===== config.mk =====
export PLATFORM = sky130hd
export DESIGN_NAME = mult_unit
export DESIGN_NICKNAME = d
export VERILOG_FILES = /design/src/rtl/alu_pkg.sv /design/src/rtl/mult_datapath.sv /design/src/rtl/mult_unit.sv
export SDC_FILE = /design/constraint.sdc
export NUM_CORES = 1
export LEC_CHECK = 0
export CAP_MARGIN = 0
export CORE_AREA = 2 2 202 154
export CTS_CLUSTER_DIAMETER = 40
export DETAILED_ROUTE_END_ITERATION = 7
export DIE_AREA = 0 0 204 156
export PLACE_DENSITY_LB_ADDON = 0.12
export SLEW_MARGIN = 10
export SYNTH_ARGS = -nofsm -noshare
export SYNTH_HDL_FRONTEND = slang
export SYNTH_SLANG_ARGS = --single-unit

===== constraint.sdc =====
create_clock -name clk -period 3.78 [get_ports clk]
set_input_delay 0.567 -clock clk [delete_from_list [all_inputs] [get_ports clk]]
set_output_delay 0.567 -clock clk [all_outputs]
set_load 0.02 [all_outputs]

===== src/rtl/alu_pkg.sv =====
// Shared ALU control codes and multiply-unit FSM encoding for the EX stage.
package alu_pkg;

    localparam logic [4:0] ALU_ADD  = 5'b00010;
    localparam logic [4:0] ALU_SUB  = 5'b00110;
    localparam logic [4:0] ALU_AND  = 5'b00000;
    localparam logic [4:0] ALU_OR   = 5'b00001;
    localparam logic [4:0] ALU_SLT  = 5'b00111;
    localparam logic [4:0] ALU_MULT = 5'b01001;
    localparam logic [4:0] ALU_MUL  = 5'b10001;
    localparam logic [4:0] ALU_MFLO = 5'b10010;
    // The ALU decoder emits this code for func 6'b010000.
    localparam logic [4:0] ALU_MFHI = 5'b10011;

    typedef enum logic [1:0] {
        IDLE = 2'd0,
        RUN  = 2'd1,
        DONE = 2'd2
    } mult_state_t;

    function automatic logic is_mult_start(input logic [4:0] code);
        return (code == ALU_MULT) || (code == ALU_MUL);
    endfunction

    function automatic logic is_mult_read(input logic [4:0] code);
        return (code == ALU_MFLO) || (code == ALU_MFHI);
    endfunction

endpackage


===== src/rtl/mult_datapath.sv =====
// Unsigned radix-2 shift-add core on operand magnitudes; the sign is reapplied
// combinationally on the finished product.
module mult_datapath #(
    parameter int WIDTH = 32,
    parameter int CNT_W = 6
) (
    input  logic               clk,
    input  logic               reset,
    input  logic               start,
    input  logic               step,
    input  logic [WIDTH-1:0]   srca,
    input  logic [WIDTH-1:0]   srcb,
    output logic [2*WIDTH-1:0] product,
    output logic               cnt_last
);

    logic [WIDTH-1:0]   ops     [2];
    logic [WIDTH-1:0]   abs_ops [2];
    logic [2*WIDTH-1:0] mcand_reg;
    logic [WIDTH-1:0]   mplier_reg;
    logic [2*WIDTH-1:0] acc_reg;
    logic [CNT_W-1:0]   cnt_reg;
    logic               sign_reg;

    assign ops[0] = srca;
    assign ops[1] = srcb;

    // Two's-complement negate; the most negative value maps onto itself,
    // which is the correct magnitude when read as unsigned.
    genvar gi;
    generate
        for (gi = 0; gi < 2; gi++) begin : g_abs
            assign abs_ops[gi] = ops[gi][WIDTH-1] ? (~ops[gi] + WIDTH'(1)) : ops[gi];
        end
    endgenerate

    always_ff @(posedge clk) begin
        if (reset) begin
            mcand_reg  <= '0;
            mplier_reg <= '0;
            acc_reg    <= '0;
            cnt_reg    <= '0;
            sign_reg   <= 1'b0;
        end else if (start) begin
            mcand_reg  <= {{WIDTH{1'b0}}, abs_ops[0]};
            mplier_reg <= abs_ops[1];
            acc_reg    <= '0;
            cnt_reg    <= '0;
            sign_reg   <= srca[WIDTH-1] ^ srcb[WIDTH-1];
        end else if (step) begin
            acc_reg    <= acc_reg + (mplier_reg[0] ? mcand_reg : '0);
            mcand_reg  <= mcand_reg << 1;
            mplier_reg <= mplier_reg >> 1;
            cnt_reg    <= cnt_reg + CNT_W'(1);
        end
    end

    assign cnt_last = (cnt_reg == CNT_W'(WIDTH - 1));
    assign product  = sign_reg ? (~acc_reg + (2*WIDTH)'(1)) : acc_reg;

endmodule


===== src/rtl/mult_unit.sv =====
// EX-stage multi-cycle signed multiplier: owns HI/LO, sequences MULT/MUL,
// serves MFLO/MFHI and stalls the pipeline while a multiply is in flight.
module mult_unit
    import alu_pkg::*;
#(
    parameter int WIDTH = 32,
    parameter int CNT_W = 6
) (
    input  logic             clk,
    input  logic             reset,
    input  logic [4:0]       alucn,
    input  logic             ex_valid,
    input  logic             flush,
    input  logic [WIDTH-1:0] srca,
    input  logic [WIDTH-1:0] srcb,
    output logic [WIDTH-1:0] result,
    output logic             result_valid,
    output logic             stall,
    output logic [WIDTH-1:0] hi,
    output logic [WIDTH-1:0] lo
);

    mult_state_t        state_reg, state_next;
    logic               op_mul_reg, op_mul_next;
    logic [WIDTH-1:0]   hi_reg, hi_next;
    logic [WIDTH-1:0]   lo_reg, lo_next;
    logic [WIDTH-1:0]   result_reg;
    logic               start, step, cnt_last;
    logic [2*WIDTH-1:0] product;

    mult_datapath #(
        .WIDTH (WIDTH),
        .CNT_W (CNT_W)
    ) u_datapath (
        .clk      (clk),
        .reset    (reset),
        .start    (start),
        .step     (step),
        .srca     (srca),
        .srcb     (srcb),
        .product  (product),
        .cnt_last (cnt_last)
    );

    always_ff @(posedge clk) begin
        if (reset) begin
            state_reg  <= IDLE;
            op_mul_reg <= 1'b0;
            hi_reg     <= '0;
            lo_reg     <= '0;
            result_reg <= '0;
        end else begin
            state_reg  <= state_next;
            op_mul_reg <= op_mul_next;
            hi_reg     <= hi_next;
            lo_reg     <= lo_next;
            if (result_valid) begin
                result_reg <= result;
            end
        end
    end

    always_comb begin
        state_next   = state_reg;
        op_mul_next  = op_mul_reg;
        hi_next      = hi_reg;
        lo_next      = lo_reg;
        start        = 1'b0;
        step         = 1'b0;
        result       = result_reg;
        result_valid = 1'b0;
        case (state_reg)
            IDLE: begin
                if (ex_valid && is_mult_read(alucn)) begin
                    result       = (alucn == ALU_MFHI) ? hi_reg : lo_reg;
                    result_valid = 1'b1;
                end
                if (ex_valid && is_mult_start(alucn)) begin
                    start       = 1'b1;
                    op_mul_next = (alucn == ALU_MUL);
                    state_next  = RUN;
                end
            end
            RUN: begin
                if (flush) begin
                    state_next = IDLE;
                end else begin
                    step = 1'b1;
                    if (cnt_last) begin
                        state_next = DONE;
                    end
                end
            end
            DONE: begin
                // The architectural write commits even if a flush arrives now.
                hi_next = product[2*WIDTH-1:WIDTH];
                lo_next = product[WIDTH-1:0];
                if (op_mul_reg) begin
                    result       = product[WIDTH-1:0];
                    result_valid = 1'b1;
                end
                state_next = IDLE;
            end
            default: state_next = IDLE;
        endcase
    end

    // A MUL must write rd, so it stalls from its accept cycle; anything touching
    // the unit while busy waits for IDLE.
    always_comb begin
        stall = 1'b0;
        if (ex_valid) begin
            if (state_reg == IDLE) begin
                stall = (alucn == ALU_MUL);
            end else begin
                stall = is_mult_start(alucn) || is_mult_read(alucn);
            end
        end
    end

    assign hi = hi_reg;
    assign lo = lo_reg;

endmodule

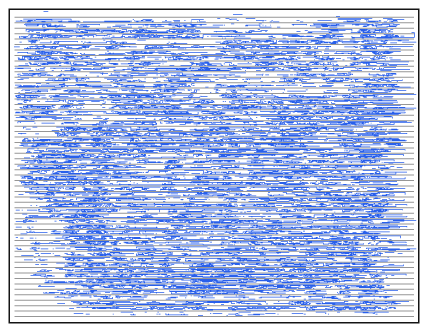
Figure 1: met1 routing.
Drawn at 2 px/um. Supply wires on this layer in grey.
The layer carries 25.5 mm of wire. The longest straight run is 57.5 um.

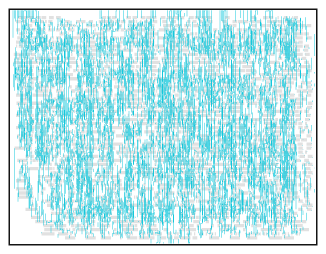
Figure 2: signal wires on met2.
Drawn at 1.5 px/um. Cells faint in the background.
2194 nets have wire on it. The wires run mostly vertical.

==> impl_metrics.toml <==
# implementation run metrics
[worst_setup_path]
path_class = "flip-flop to primary output"
critPathMaxFanout = 4
endpoint_kind = "primary output"
required_ps = 3210

[yosys]
syn_area_mm2 = 0.0171
top_area_frac = 0.311
yosysUniqueCellTypes = 81
ys.flops = 266
common_cells = "nand2_1, dfxtp_1, nor2_1"
synthCells = 2300
syn-mean-instance-area_um2 = 7.44
synth_top_cell_by_area = "dfxtp_1"
synth_nets = 2441
ys_cells = 2300
ys_warn_count = 0
yosys-stat-area_mm2 = 0.0171
flop_cell = "dfxtp_1"
synthArstFlopShare = 0

[grt]
grtUsageTotal = 0.347
grt-ovfl-total = 0
grt_max_degree = 119
use_met2 = 0.511
grt-busiest-layer = "met1"
grt_pass1_wl_um = 88600
met3_usage = 0.0572
grt_pass1_vias = 16217

[final_layout]
comb_area_mm2 = 0.0113
fin_nets = 2632
regArea_mm2 = 0.00533
num-fill-cells = 2437
stdcell_count = 2920
area_growth_syn_to_layout_pct = 25.3

[final_timing]
hold_viol = 0
whs_ps = 459
finClkSkew_ps = 26.5
period_needed_ps = 3780
setup_viol = 0
drv_slew = 0
relSlewSlack = 0.251
max_freq_mhz = 265

[place]
dp.cells = 2846
gp_congestion = 1.06
dp_hpwl_um = 42400

[route]
drc_errors = 0
ant_nets = 0
wl_um = 57200
first_pass_iters = 5
vias = 18061

[clock_network]
hold_buffers = 0
clk_latency_ps = 540
cts.clk_slew.worst_paths_ps = 50
htreeDepth = 2
clock_path_buffers = 3
cts_tree = "done"
ctsRootBufferMaster = "clkbuf_16"

[pwr]
vdd_drop_max_v = 0.000338
report.power.total_mw = 6.99
power_density_mw_per_mm2 = 326
p_leak_nw = 8.41

[die]
rows = 55
chipArea_mm2 = 0.0318
die_h_um = 156
initial_utilization = 0.573
ioPinCount = 171

[job]
warning_count = 30
cap_viol_max_count = 0

[outcome]
status = "complete, no violations"
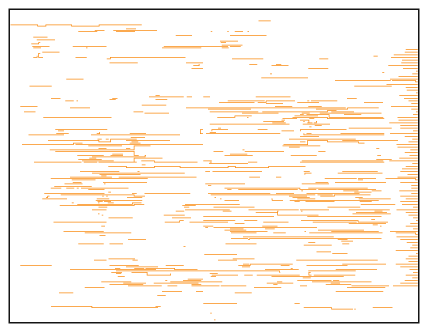
Figure 3: the metal 3 layer.
Drawn at 2 px/um.
The layer holds 11% of the routed length. The layer carries 6240 um of wire. The longest straight run is 81.7 um. 367 nets have wire on it. The wires run mostly horizontal.

==> cell usage in the layout, fill, tap and decap left out, types with 38 or more instances in the layout <==
| cell | netlist | final |
|---|---|---|
| a21oi_1 | 178 | 176 |
| a311oi_1 | 60 | 60 |
| and2_1 | 67 | 67 |
| buf_4 | 0 | 140 |
| clkbuf_16 | 0 | 41 |
| clkdlybuf4s50_1 | 0 | 149 |
| dfxtp_1 | 266 | 264 |
| ha_1 | 67 | 65 |
| nand2_1 | 452 | 452 |
| nor2_1 | 192 | 192 |
| nor2b_1 | 39 | 38 |
| nor3_1 | 60 | 56 |
| o21ai_0 | 121 | 116 |
| xnor2_1 | 115 | 111 |
| xor2_1 | 62 | 61 |
==> cell families after synthesis <==
kind of cell | count (synthesis) | share of synthesized area
AND/OR/NAND/NOR | 968 | 0.261
AND-OR/OR-AND | 617 | 0.240
flip-flops | 266 | 0.311
buffers and inverters | 198 | 0.0440
XOR/XNOR | 177 | 0.0906
adder cells (fa/ha/maj) | 68 | 0.0502
multiplexers | 6 | 0.00351
==> power by group <==
group	total, mW	switching [mW]	internal (mW)
registers	2.84	0.0165	2.83
logic	0.442	0.247	0.196
clock network	3.70	1.43	2.28
==> layout make-up <==
cell class / count / share of cell area
Multi-Input combinational cell: 1836 / 0.528
Inverter: 34 / 0.00595
Sequential cell: 266 / 0.248
Timing Repair Buffer: 315 / 0.133
Clock buffer: 49 / 0.0506
Clock inverter: 21 / 0.0111
Tap cell: 399 / 0.0233
==> critical path, cell delays in order (launching register included) <==
cell	delay, ps
dfxtp_1	310
or4_4	570
nor4_4	170
buf_4	180
and4bb_2	270
nand2_1	100
o31ai_2	220
xor2_1	200
a221oi_2	380
clkdlybuf4s15_2	310
==> timing repair <==
action | 4_1_cts | 5_1_grt
gates resized | 34 | 46
setup endpoints to repair | 17 | 32
pin swaps | 4 | 7
buffers inserted | 2 | 2
==> layer usage <==
metal | vias to the layer above | share of wire
met1 | 8526 | 0.45
met4 | 0 | 0.024
li1 | 8531 | -
met5 | - | 0
met3 | 100 | 0.11
met2 | 904 | 0.42
==> stage by stage <==
stage          utilization  worst slack (ps)  setup TNS [ps]  cell area (um2)
4_1_cts              0.711             -15.0           -15.0            21200
3_3_place_gp         0.664              29.3               0            19800
6_report             0.718             0.980               0            21400
2_1_floorplan            -               305               0            17100
5_1_grt              0.718              -119            -141            21400
3_5_place_dp         0.664             -68.2            -104            19800
==> worst paths after layout <==
kind / from / end / slack, ps / depth (start not counted)
max: u_datapath.acc_reg[9] / result[27] / 1 / 9
min: u_datapath.mcand_reg[42] / u_datapath.mcand_reg[43] / 460 / 2
max reg2reg: u_datapath.mplier_reg[0] / u_datapath.acc_reg[60] / 150 / 15
min reg2reg: u_datapath.mcand_reg[42] / u_datapath.mcand_reg[43] / 460 / 2
Power figures rest on the tool's default switching activity, not on a simulated workload.
